### Clock routing

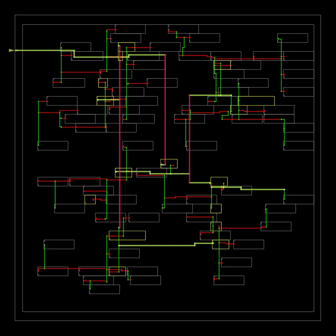
### Metal 3

Bar = 20 um.
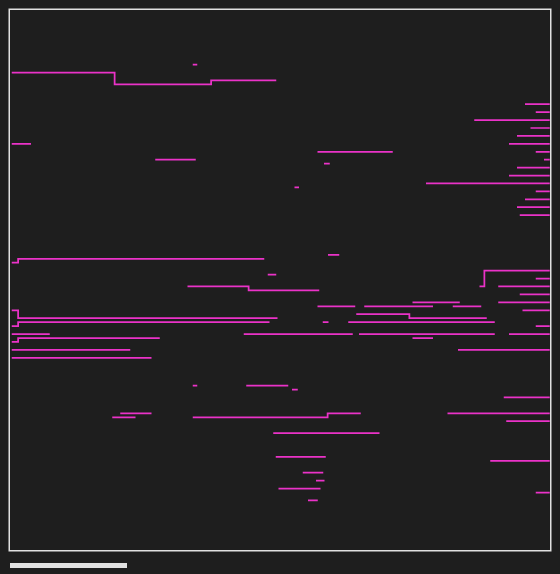
### Wire density map

Bar = 20 um. 19 x 19 tiles, from dark blue (low) to red (high), scaled to the fullest tile. Values are wire area over tile area, all layers added.
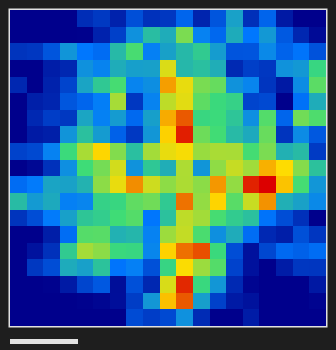
### Placement by cell class

Fill, decap, tap and diode cells in gray.
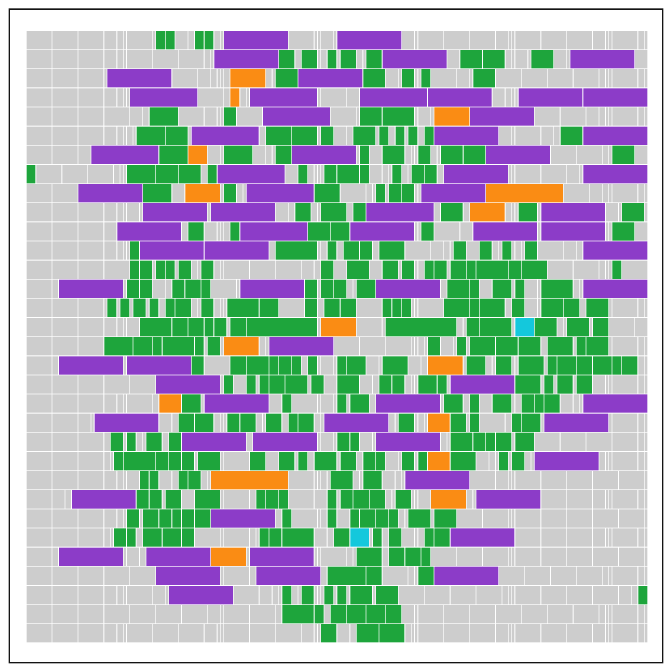
### M1 wires

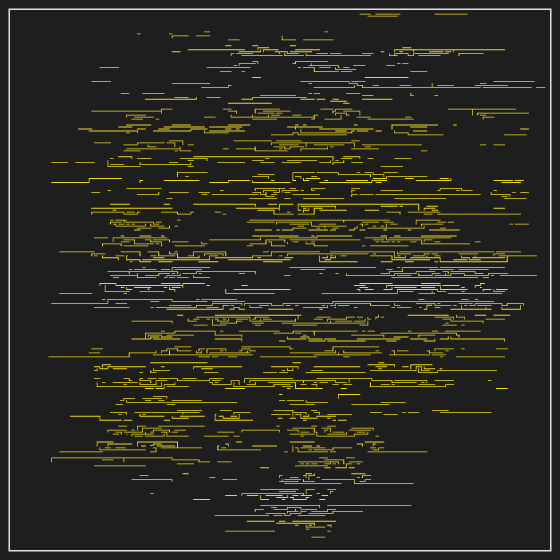
===== src/rtl/control_enemigos_if.sv =====
`default_nettype none
// ============================================================================
//  Module      : control_enemigos_if
//  Description : Signal bundle between the enemy-traffic controller and its
//                surroundings (frame timing, game run flag, renderer pixel
//                feedback, player sprite flag, slot outputs, status pulses).
//                Signal suffixes are written from the controller's viewpoint.
//  Revision    : 1.0 - initial release
// ============================================================================
interface control_enemigos_if;
    // Frame timing / game control
    logic       frame_tick_i;
    logic       run_i;
    // Enemy renderer feedback and player sprite flag
    logic [1:0] ene_data_i;
    logic [7:0] ene_rgb0_i;
    logic [7:0] ene_rgb1_i;
    logic       player_data_i;
    // Slot outputs to the enemy renderers
    logic [1:0] enable_o;
    logic [9:0] posx0_o;
    logic [9:0] posy0_o;
    logic [9:0] posx1_o;
    logic [9:0] posy1_o;
    // Merged pixel and status
    logic       pix_valid_o;
    logic [7:0] pix_rgb_o;
    logic       collision_o;
    logic       passed_o;
    logic [1:0] state_o;

    // Game-side driver: produces the controller inputs, observes its outputs
    modport master (
        output frame_tick_i, run_i, ene_data_i, ene_rgb0_i, ene_rgb1_i,
               player_data_i,
        input  enable_o, posx0_o, posy0_o, posx1_o, posy1_o,
               pix_valid_o, pix_rgb_o, collision_o, passed_o, state_o
    );

    // Controller side
    modport slave (
        input  frame_tick_i, run_i, ene_data_i, ene_rgb0_i, ene_rgb1_i,
               player_data_i,
        output enable_o, posx0_o, posy0_o, posx1_o, posy1_o,
               pix_valid_o, pix_rgb_o, collision_o, passed_o, state_o
    );
endinterface
`default_nettype wire


===== src/rtl/control_enemigos.sv =====
`default_nettype none
// ============================================================================
//  Module      : control_enemigos
//  Description : Enemy-traffic controller. Owns two enemy sprite slots,
//                spawns enemies into pseudo-random lanes once per spawn gap,
//                scrolls them down each frame, retires them at the bottom,
//                merges the renderer pixels and detects player collisions.
//  Revision    : 1.0 - initial release
// ============================================================================
module control_enemigos #(
    parameter int LANE_BASE    = 200,
    parameter int LANE_PITCH   = 60,
    parameter int SPEED        = 4,
    parameter int SCREEN_Y     = 480,
    parameter int SPAWN_GAP    = 90,
    parameter int CRASH_FRAMES = 60
) (
    input  wire logic          clk_i,
    input  wire logic          rst_ni,
    control_enemigos_if.slave  bus_if
);

    // Widths of the frame counters
    localparam int GAP_W   = $clog2(SPAWN_GAP);
    localparam int CRASH_W = $clog2(CRASH_FRAMES);

    // Last value of each counter before it triggers
    localparam logic [GAP_W-1:0]   GAP_LAST   = GAP_W'(SPAWN_GAP - 1);
    localparam logic [CRASH_W-1:0] CRASH_LAST = CRASH_W'(CRASH_FRAMES - 1);

    // A new enemy may not share a lane with an enemy still this close to the top
    localparam logic [9:0] SPAWN_CLEAR = 10'd60;
    localparam logic [7:0] LFSR_SEED   = 8'hA5;
    localparam logic [9:0] LANE_X0     = 10'(LANE_BASE);

    typedef enum logic [1:0] {
        ST_IDLE  = 2'd0,
        ST_PLAY  = 2'd1,
        ST_CRASH = 2'd2
    } state_e;

    // x position of a lane
    function automatic logic [9:0] lane_x(input logic [1:0] lane);
        return 10'(LANE_BASE + int'(lane) * LANE_PITCH);
    endfunction

    // ------------------------------------------------------------------
    // Registered state
    // ------------------------------------------------------------------
    state_e                 state_q;
    logic [1:0]             enable_q;
    logic [1:0][9:0]        posx_q;
    logic [1:0][9:0]        posy_q;
    logic [1:0][1:0]        lane_q;
    logic [7:0]             lfsr_q;
    logic [GAP_W-1:0]       gap_q;
    logic [CRASH_W-1:0]     crash_q;
    logic                   pix_valid_q;
    logic [7:0]             pix_rgb_q;
    logic                   collision_q;
    logic                   passed_q;

    // ------------------------------------------------------------------
    // Frame-tick results (what PLAY commits on a tick)
    // ------------------------------------------------------------------
    logic [1:0]             move_en;
    logic [1:0][9:0]        move_y;
    logic                   lane_clash;
    logic [1:0]             spawn_lane;
    logic                   slot_free;
    logic                   spawn_idx;
    logic                   spawn;
    logic [1:0]             enable_d;
    logic [1:0][9:0]        posx_d;
    logic [1:0][9:0]        posy_d;
    logic [1:0][1:0]        lane_d;
    logic [7:0]             lfsr_d;
    logic [GAP_W-1:0]       gap_d;
    logic                   passed_d;

    // Pixel qualification: renderers keep stale data while disabled
    logic [1:0]             qual;
    logic                   hit;

    assign qual = bus_if.ene_data_i & enable_q;
    assign hit  = bus_if.player_data_i & (|qual);

    // Move/retire active slots, then decide on a spawn into the lowest free slot
    always_comb begin
        move_en    = enable_q;
        move_y     = posy_q;
        passed_d   = 1'b0;
        lane_clash = 1'b0;

        for (int i = 0; i < 2; i++) begin
            if (enable_q[i]) begin
                // 11-bit compare so the sum cannot wrap past the threshold
                if (({1'b0, posy_q[i]} + 11'(SPEED)) >= 11'(SCREEN_Y)) begin
                    move_en[i] = 1'b0;
                    passed_d   = 1'b1;
                end else begin
                    move_y[i] = posy_q[i] + 10'(SPEED);
                end
            end
        end

        // Lane choice sees the positions after this tick's move
        for (int i = 0; i < 2; i++) begin
            if (move_en[i] && (lane_q[i] == lfsr_q[1:0]) && (move_y[i] < SPAWN_CLEAR)) begin
                lane_clash = 1'b1;
            end
        end

        // Single retry: next lane with natural modulo-4 wrap
        spawn_lane = lane_clash ? (lfsr_q[1:0] + 2'd1) : lfsr_q[1:0];
        slot_free  = ~(&move_en);
        spawn_idx  = move_en[0];
        spawn      = (gap_q == GAP_LAST) && slot_free;

        enable_d = move_en;
        posx_d   = posx_q;
        posy_d   = move_y;
        lane_d   = lane_q;
        if (spawn) begin
            enable_d[spawn_idx] = 1'b1;
            posx_d[spawn_idx]   = lane_x(spawn_lane);
            posy_d[spawn_idx]   = 10'd0;
            lane_d[spawn_idx]   = spawn_lane;
        end

        // Counter holds at its last value while both slots are busy
        if (gap_q != GAP_LAST) begin
            gap_d = gap_q + GAP_W'(1);
        end else if (spawn) begin
            gap_d = '0;
        end else begin
            gap_d = gap_q;
        end

        lfsr_d = spawn ? {lfsr_q[6:0], lfsr_q[7] ^ lfsr_q[5] ^ lfsr_q[4] ^ lfsr_q[3]}
                       : lfsr_q;
    end

    // Game FSM with slot registers, pulses and the registered pixel merge
    always_ff @(posedge clk_i or negedge rst_ni) begin
        if (!rst_ni) begin
            state_q     <= ST_IDLE;
            enable_q    <= '0;
            posx_q      <= {2{LANE_X0}};
            posy_q      <= '0;
            lane_q      <= '0;
            lfsr_q      <= LFSR_SEED;
            gap_q       <= '0;
            crash_q     <= '0;
            pix_valid_q <= 1'b0;
            pix_rgb_q   <= 8'd0;
            collision_q <= 1'b0;
            passed_q    <= 1'b0;
        end else begin
            collision_q <= 1'b0;
            passed_q    <= 1'b0;

            // Merge runs in every state
            pix_valid_q <= |qual;
            pix_rgb_q   <= qual[0] ? bus_if.ene_rgb0_i :
                           qual[1] ? bus_if.ene_rgb1_i : 8'd0;

            case (state_q)
                ST_IDLE: begin
                    if (bus_if.run_i) begin
                        state_q <= ST_PLAY;
                        gap_q   <= '0;
                    end
                end

                ST_PLAY: begin
                    // A collision beats both run dropping and a frame tick
                    if (hit) begin
                        collision_q <= 1'b1;
                        crash_q     <= '0;
                        state_q     <= ST_CRASH;
                    end else if (!bus_if.run_i) begin
                        state_q  <= ST_IDLE;
                        enable_q <= '0;
                        posx_q   <= {2{LANE_X0}};
                        posy_q   <= '0;
                        lane_q   <= '0;
                    end else if (bus_if.frame_tick_i) begin
                        enable_q <= enable_d;
                        posx_q   <= posx_d;
                        posy_q   <= posy_d;
                        lane_q   <= lane_d;
                        lfsr_q   <= lfsr_d;
                        gap_q    <= gap_d;
                        passed_q <= passed_d;
                    end
                end

                ST_CRASH: begin
                    // Slots frozen; ticks only count down the crash
                    if (bus_if.frame_tick_i) begin
                        if (crash_q == CRASH_LAST) begin
                            state_q  <= bus_if.run_i ? ST_PLAY : ST_IDLE;
                            crash_q  <= '0;
                            gap_q    <= '0;
                            enable_q <= '0;
                            posx_q   <= {2{LANE_X0}};
                            posy_q   <= '0;
                            lane_q   <= '0;
                        end else begin
                            crash_q <= crash_q + CRASH_W'(1);
                        end
                    end
                end

                default: begin
                    state_q <= ST_IDLE;
                end
            endcase
        end
    end

    assign bus_if.enable_o    = enable_q;
    assign bus_if.posx0_o     = posx_q[0];
    assign bus_if.posy0_o     = posy_q[0];
    assign bus_if.posx1_o     = posx_q[1];
    assign bus_if.posy1_o     = posy_q[1];
    assign bus_if.pix_valid_o = pix_valid_q;
    assign bus_if.pix_rgb_o   = pix_rgb_q;
    assign bus_if.collision_o = collision_q;
    assign bus_if.passed_o    = passed_q;
    assign bus_if.state_o     = state_q;

endmodule
`default_nettype wire

===== src/flat_wrapper.sv =====
// flat-port wrapper written by rule: the top's interface ports become plain ports
module control_enemigos_flat 
#(
    parameter int LANE_BASE    = 200,
    parameter int LANE_PITCH   = 60,
    parameter int SPEED        = 4,
    parameter int SCREEN_Y     = 480,
    parameter int SPAWN_GAP    = 90,
    parameter int CRASH_FRAMES = 60
)
  (clk_i, rst_ni, bus_if_frame_tick_i, bus_if_run_i, bus_if_ene_data_i, bus_if_ene_rgb0_i, bus_if_ene_rgb1_i, bus_if_player_data_i, bus_if_enable_o, bus_if_posx0_o, bus_if_posy0_o, bus_if_posx1_o, bus_if_posy1_o, bus_if_pix_valid_o, bus_if_pix_rgb_o, bus_if_collision_o, bus_if_passed_o, bus_if_state_o);
  control_enemigos_if bus_if_i ();
  input  wire logic clk_i;
  input  wire logic rst_ni;
  input wire logic [$bits(bus_if_i.frame_tick_i)-1:0] bus_if_frame_tick_i;
  input wire logic [$bits(bus_if_i.run_i)-1:0] bus_if_run_i;
  input wire logic [$bits(bus_if_i.ene_data_i)-1:0] bus_if_ene_data_i;
  input wire logic [$bits(bus_if_i.ene_rgb0_i)-1:0] bus_if_ene_rgb0_i;
  input wire logic [$bits(bus_if_i.ene_rgb1_i)-1:0] bus_if_ene_rgb1_i;
  input wire logic [$bits(bus_if_i.player_data_i)-1:0] bus_if_player_data_i;
  output wire logic [$bits(bus_if_i.enable_o)-1:0] bus_if_enable_o;
  output wire logic [$bits(bus_if_i.posx0_o)-1:0] bus_if_posx0_o;
  output wire logic [$bits(bus_if_i.posy0_o)-1:0] bus_if_posy0_o;
  output wire logic [$bits(bus_if_i.posx1_o)-1:0] bus_if_posx1_o;
  output wire logic [$bits(bus_if_i.posy1_o)-1:0] bus_if_posy1_o;
  output wire logic [$bits(bus_if_i.pix_valid_o)-1:0] bus_if_pix_valid_o;
  output wire logic [$bits(bus_if_i.pix_rgb_o)-1:0] bus_if_pix_rgb_o;
  output wire logic [$bits(bus_if_i.collision_o)-1:0] bus_if_collision_o;
  output wire logic [$bits(bus_if_i.passed_o)-1:0] bus_if_passed_o;
  output wire logic [$bits(bus_if_i.state_o)-1:0] bus_if_state_o;
  assign bus_if_i.frame_tick_i = bus_if_frame_tick_i;
  assign bus_if_i.run_i = bus_if_run_i;
  assign bus_if_i.ene_data_i = bus_if_ene_data_i;
  assign bus_if_i.ene_rgb0_i = bus_if_ene_rgb0_i;
  assign bus_if_i.ene_rgb1_i = bus_if_ene_rgb1_i;
  assign bus_if_i.player_data_i = bus_if_player_data_i;
  assign bus_if_enable_o = bus_if_i.enable_o;
  assign bus_if_posx0_o = bus_if_i.posx0_o;
  assign bus_if_posy0_o = bus_if_i.posy0_o;
  assign bus_if_posx1_o = bus_if_i.posx1_o;
  assign bus_if_posy1_o = bus_if_i.posy1_o;
  assign bus_if_pix_valid_o = bus_if_i.pix_valid_o;
  assign bus_if_pix_rgb_o = bus_if_i.pix_rgb_o;
  assign bus_if_collision_o = bus_if_i.collision_o;
  assign bus_if_passed_o = bus_if_i.passed_o;
  assign bus_if_state_o = bus_if_i.state_o;
  control_enemigos #(.LANE_BASE(LANE_BASE), .LANE_PITCH(LANE_PITCH), .SPEED(SPEED), .SCREEN_Y(SCREEN_Y), .SPAWN_GAP(SPAWN_GAP), .CRASH_FRAMES(CRASH_FRAMES)) u_core (.clk_i(clk_i), .rst_ni(rst_ni), .bus_if(bus_if_i));
endmodule

===== config.mk =====
export PLATFORM = sky130hd
export DESIGN_NAME = control_enemigos_flat
export DESIGN_NICKNAME = d
export VERILOG_FILES = /design/src/rtl/control_enemigos_if.sv /design/src/rtl/control_enemigos.sv /design/src/flat_wrapper.sv
export SDC_FILE = /design/constraint.sdc
export NUM_CORES = 1
export LEC_CHECK = 0
export CORE_MARGIN = 2
export CORE_UTILIZATION = 50
export DETAILED_ROUTE_END_ITERATION = 8
export DONT_BUFFER_PORTS = 1
export PLACE_DENSITY = 0.77
export SYNTH_ARGS = -nofsm -noshare
export SYNTH_HDL_FRONTEND = slang
export SYNTH_SLANG_ARGS = --single-unit

===== constraint.sdc =====
create_clock -name clk_i -period 4.7 [get_ports clk_i]
set_input_delay 0.94 -clock clk_i [delete_from_list [all_inputs] [get_ports clk_i]]
set_output_delay 0.94 -clock clk_i [all_outputs]
set_load 0.02 [all_outputs]

==> results.toml <==
# synthesis and place-and-route metrics
[critical_path]
reg2reg_depth = 10
rrSetupSlack_ns = 1.51
slowest_delay_ns = 0.55
cp.depth = 10
crit_type = "reg2reg"
endpoint = "u_core.bus_if.posx1_o[3]"

[synth]
area_leaders = "dfrtp_1 38%, dfstp_2 6.7%, o21ai_0 4.5%"
xor_area_share_pct = 2.45
fa_ha_area_share_pct = 2.55
synthAoiAreaFrac_pct = 21.7
async_flop_share_pct = 100
top_cell_area_share_pct = 38.2
netlist_area_um2 = 3930
yosysChipArea_um2 = 3930
ys_warn_count = 0

[clock_tree]
clock-sinks = 70
htreeDepth = 3

[cells_and_area]
syn_to_final_growth_pct = 5.44
fin_nets = 429
comb_cells = 299
layout_top_cells = "60 x dfrtp_1, 39 x nand2_1, 35 x o21ai_0, 29 x nor2_1, 16 x inv_1"
n_antenna_cell = 0
flops = 70

[floorplanning]
row_count = 32
taps = 102
die_w_um = 92.7
pin_count = 78

[pwr]
power.leakage_nw = 1.83
power_density_nw_per_um2 = 293
vdd_ir_drop_max_v = 0.000166
netSwitchingFraction_pct = 23.4

[timing]
worstMarginPinSlew_ns = 0.951
finalClockPeriodUsage_pct = 67.8
whs_ns = 0.273

[placed_design]
io_buffers = 0
dp_hpwl_mm = 6.14
placed_area_um2 = 3920

[global_route]
grt.busiest_layer = "met2"
grt_max_degree = 71

[run_status]
status = "complete, no violations"

[flow_run]
openroad.warnings = 31

[routing]
drc = 0
vias_per_cell = 6.08

[worst_hold_path]
hold_path_class = "in2async"
-- 'Clock routing' (at the start) --
worst skew pair latency: 0.36 ns
cts bufs inserted: 9
clock-net power: 0.542 mW

-- 'Metal 3' (at the start) --
- main direction: horizontal
- share of all routed wire: 8.2%
- wire length on this layer: 712 um
- longest straight run: 44.4 um
met3 global-route usage: 6.35%
Routed WL: 8.70 mm
Vias: 3068

-- 'Wire density map' (at the start) --
- nearly empty tiles: 16%
- densest ninth of the die: center
- tiles over half the peak: 24%
- emptiest ninth of the die: south-east
drt wl/cell: 17.2 um
Tot GR Track Use: 21.1%

-- 'Placement by cell class' (at the start) --
- green: combinational and other logic (cells 315)
- purple: sequential cells (cells 70)
- orange: clock drivers and dummy loads (cells 16)
- cyan: remaining buffers and delay cells (cells 2)
core outline area: 7690 um^2
post-route cell area: 4150 um^2

-- 'M1 wires' (at the start) --
- longest straight run: 27.6 um
- nets with wire on the layer: 388
- share of all routed wire: 42%
- wire length on this layer: 3680 um
met1 usage: 26.5%

Power figures rest on the tool's default switching activity, not on a simulated workload.
